`config.mk`:
```
export PLATFORM = sky130hd
export DESIGN_NAME = regfile_write_arbiter
export DESIGN_NICKNAME = d
export VERILOG_FILES = /design/src/rtl/regfile_write_arbiter.sv
export SDC_FILE = /design/constraint.sdc
export NUM_CORES = 1
export LEC_CHECK = 0
export ABC_AREA = 1
export CORE_ASPECT_RATIO = 0.8
export CORE_MARGIN = 2
export CORE_UTILIZATION = 40
export DETAILED_ROUTE_END_ITERATION = 10
export DONT_BUFFER_PORTS = 1
export HOLD_SLACK_MARGIN = 0.15
export SLEW_MARGIN = 20
export SYNTH_ARGS = -nofsm -noshare
export SYNTH_HDL_FRONTEND = slang
export SYNTH_SLANG_ARGS = --single-unit
export TNS_END_PERCENT = 30
```
`constraint.sdc`:
```
create_clock -name Clock -period 1.77 [get_ports Clock]
set_input_delay 0.354 -clock Clock [delete_from_list [all_inputs] [get_ports Clock]]
set_output_delay 0.354 -clock Clock [all_outputs]
set_load 0.02 [all_outputs]
```
`src/rtl/regfile_write_arbiter.sv`:
```
// rtl/regfile_write_arbiter.sv - round-robin arbiter sharing the register-file write port between two writeback requesters
module regfile_write_arbiter #(
  parameter int DATA_WIDTH       = 16,
  parameter int ADDR_WIDTH       = 3,
  parameter int CNT_WIDTH        = 8,
  parameter bit ZERO_REG_PROTECT = 1'b0
) (
  input  logic                  Clock,
  input  logic                  Reset_n,
  input  logic                  ReqA,
  input  logic [ADDR_WIDTH-1:0] AddrA,
  input  logic [DATA_WIDTH-1:0] DataA,
  output logic                  GrantA,
  input  logic                  ReqB,
  input  logic [ADDR_WIDTH-1:0] AddrB,
  input  logic [DATA_WIDTH-1:0] DataB,
  output logic                  GrantB,
  input  logic                  Hold,
  output logic [ADDR_WIDTH-1:0] RD,
  output logic                  RegWrite,
  output logic [DATA_WIDTH-1:0] WriteData,
  output logic [CNT_WIDTH-1:0]  ConflictCount
);

  localparam logic [CNT_WIDTH-1:0] CNT_MAX = {CNT_WIDTH{1'b1}};

  typedef enum logic {LAST_A = 1'b0, LAST_B = 1'b1} last_t;

  last_t                 last_grant;
  logic                  conflict;
  logic                  transfer;
  logic [ADDR_WIDTH-1:0] win_addr;
  logic [DATA_WIDTH-1:0] win_data;
  logic                  win_write;

  // Grants look only at requests, Hold and priority; Reset_n gating keeps them quiet during reset.
  always_comb begin
    GrantA = 1'b0;
    GrantB = 1'b0;
    if (Reset_n && !Hold) begin
      if (ReqA && ReqB) begin
        GrantA = (last_grant == LAST_B);
        GrantB = (last_grant == LAST_A);
      end else begin
        GrantA = ReqA;
        GrantB = ReqB;
      end
    end
  end

  assign conflict = ReqA && ReqB && !Hold;
  assign transfer = (ReqA && GrantA) || (ReqB && GrantB);

  always_comb begin
    win_addr = AddrA;
    win_data = DataA;
    if (GrantB) begin
      win_addr = AddrB;
      win_data = DataB;
    end
    // Writes to register 0 are still accepted so the requester is released, but never committed.
    win_write = !(ZERO_REG_PROTECT && (win_addr == '0));
  end

  always_ff @(posedge Clock or negedge Reset_n) begin
    if (!Reset_n) begin
      last_grant <= LAST_B;
      RD         <= '0;
      WriteData  <= '0;
      RegWrite   <= 1'b0;
    end else if (transfer) begin
      last_grant <= GrantB ? LAST_B : LAST_A;
      RD         <= win_addr;
      WriteData  <= win_data;
      RegWrite   <= win_write;
    end else begin
      RegWrite   <= 1'b0;
    end
  end

  always_ff @(posedge Clock or negedge Reset_n) begin
    if (!Reset_n) begin
      ConflictCount <= '0;
    end else if (conflict && (ConflictCount != CNT_MAX)) begin
      ConflictCount <= ConflictCount + 1'b1;
    end
  end

endmodule

```
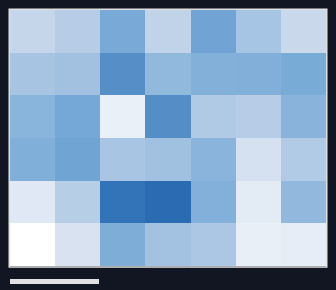
(images/density.png)
Bar = 20 µm. The die is cut into 7 by 6 equal tiles; white is low, dark blue is high, 0 to 100% covered.
- fullest tile: 76%
- mean over tiles: 37%
- densest ninth of the die: bottom center
- tiles over 75% full: 2.4%
- nearly empty tiles: 2.4%

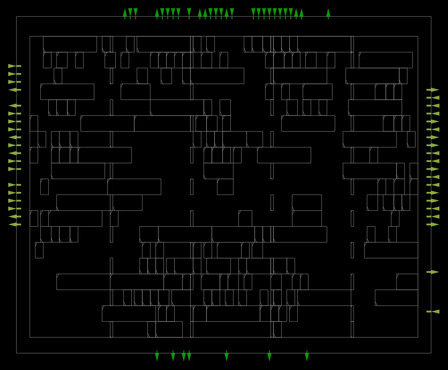
(images/final_placement.png)
num rows: 19
tap cells: 42
post-layout instance count excluding filler cells: 228

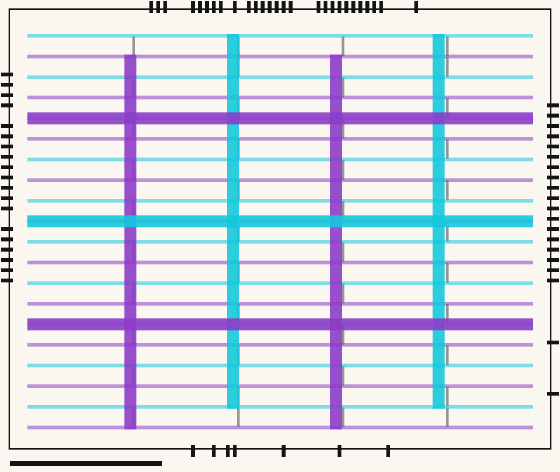
(images/pdn.png)
Bar = 20 µm. Pins as bars on the die edge. Tap cells in gray.
- cyan: VDD
- purple: VSS
- met4 straps: 4
- tap cells: 42
VDD IR max: 0.560 mV
Die Wd: 71.3 µm
Core Footprint: 3450 µm²
Die Span Y: 57.8 µm

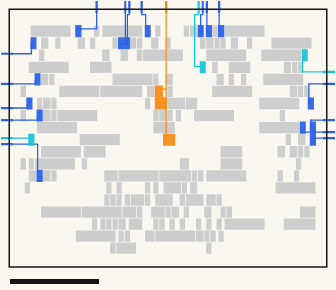
(images/port_nets.png)
Bar = 20 µm.
- cyan: AddrA (bits 3; direction input; edge 1 left, 1 right, 1 top; end cells 3; buffers 0; wire 27.2 µm)
- orange: ReqB (bits 1; direction input; edge top; end cells 4; buffers 0; wire 33.5 µm)
- blue: DataB (bits 16; direction input; edge 7 top, 5 left, 4 right; end cells 16; buffers 0; wire 106 µm)

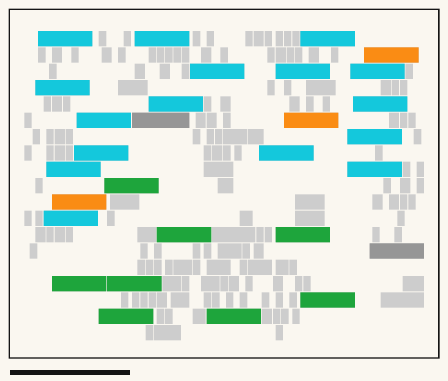
(images/registers.png)
Bar = 20 µm. Other sequential cells in the stronger gray, the rest of the logic in the fainter gray.
- orange: RD (flops 3)
- green: ConflictCount (flops 8)
- cyan: WriteData (flops 16)
- not colored: 2
Seq group: 1.05 mW
Core Util, Final: 45.9%
register share of the cell area: 46.0%

==> impl_metrics.env <==
# source this file to load flow results
export IMPL_grtUsageMet3_pct=8.00
export IMPL_place_inst=218
export IMPL_yosysWarnings=0
export IMPL_cts_root_buf="clkbuf_8"
export IMPL_switching_share_pct=35.3
export IMPL_status="finished, final reports clean"
export IMPL_fin_nets=229
export IMPL_ys_seq_share_pct=50.2
export IMPL_lay_top_count="nand2_1"
export IMPL_io_buffers=0
export IMPL_dp_slack_ps=344
export IMPL_wl_met1_mm=1.29
export IMPL_grt_pass1_wl_mm=5.21
export IMPL_hold_depth=2
export IMPL_clkbuf_count=8
export IMPL_clock_sinks=29
export IMPL_ys_types=22
export IMPL_crit_type="reg2out"
export IMPL_timing_rr_start="ConflictCount[0]"
export IMPL_wirelength_mm=3.16
export IMPL_clock_power_share_pct=29.5
export IMPL_crit_path_start="last_grant"
export IMPL_grt_use_total_pct=16.9
export IMPL_topCellsByArea="dfrtp_1 48%, nand2_1 23%, nand3_1 9.0%, inv_1 2.3%, nor2_4 2.3%"
export IMPL_post_cts_resized=0
export IMPL_timing_slew_headroom_pct=72.9
export IMPL_clk_pin_slew_ps=60
export IMPL_reg2reg_depth=8
export IMPL_route_met3_wl_um=326
export IMPL_min_to="WriteData[13]"
export IMPL_max_freq_mhz=617
export IMPL_drt_initial_drc_count=68
export IMPL_fill_cells=344
export IMPL_yosys_register_bits=29
export IMPL_p_clk_mw=0.550
export IMPL_logic_family="simple AND/OR/NAND/NOR gates"
export IMPL_dpl_cell_area_um2=1460
export IMPL_die_area_um2=4120
export IMPL_worst_pin_slew_ps=406
export IMPL_powerComb_mw=0.264
export IMPL_use_met2_pct=27.4
export IMPL_crit_family="flip-flops"
export IMPL_fin_hold_ws_ps=210
export IMPL_powerDensity_nw_per_um2=1180
export IMPL_cts_buffers=5
export IMPL_finalInstanceArea_um2=1580
export IMPL_clk_share_pct=5.70
export IMPL_syn_num_nets=225
Power figures rest on the tool's default switching activity, not on a simulated workload.
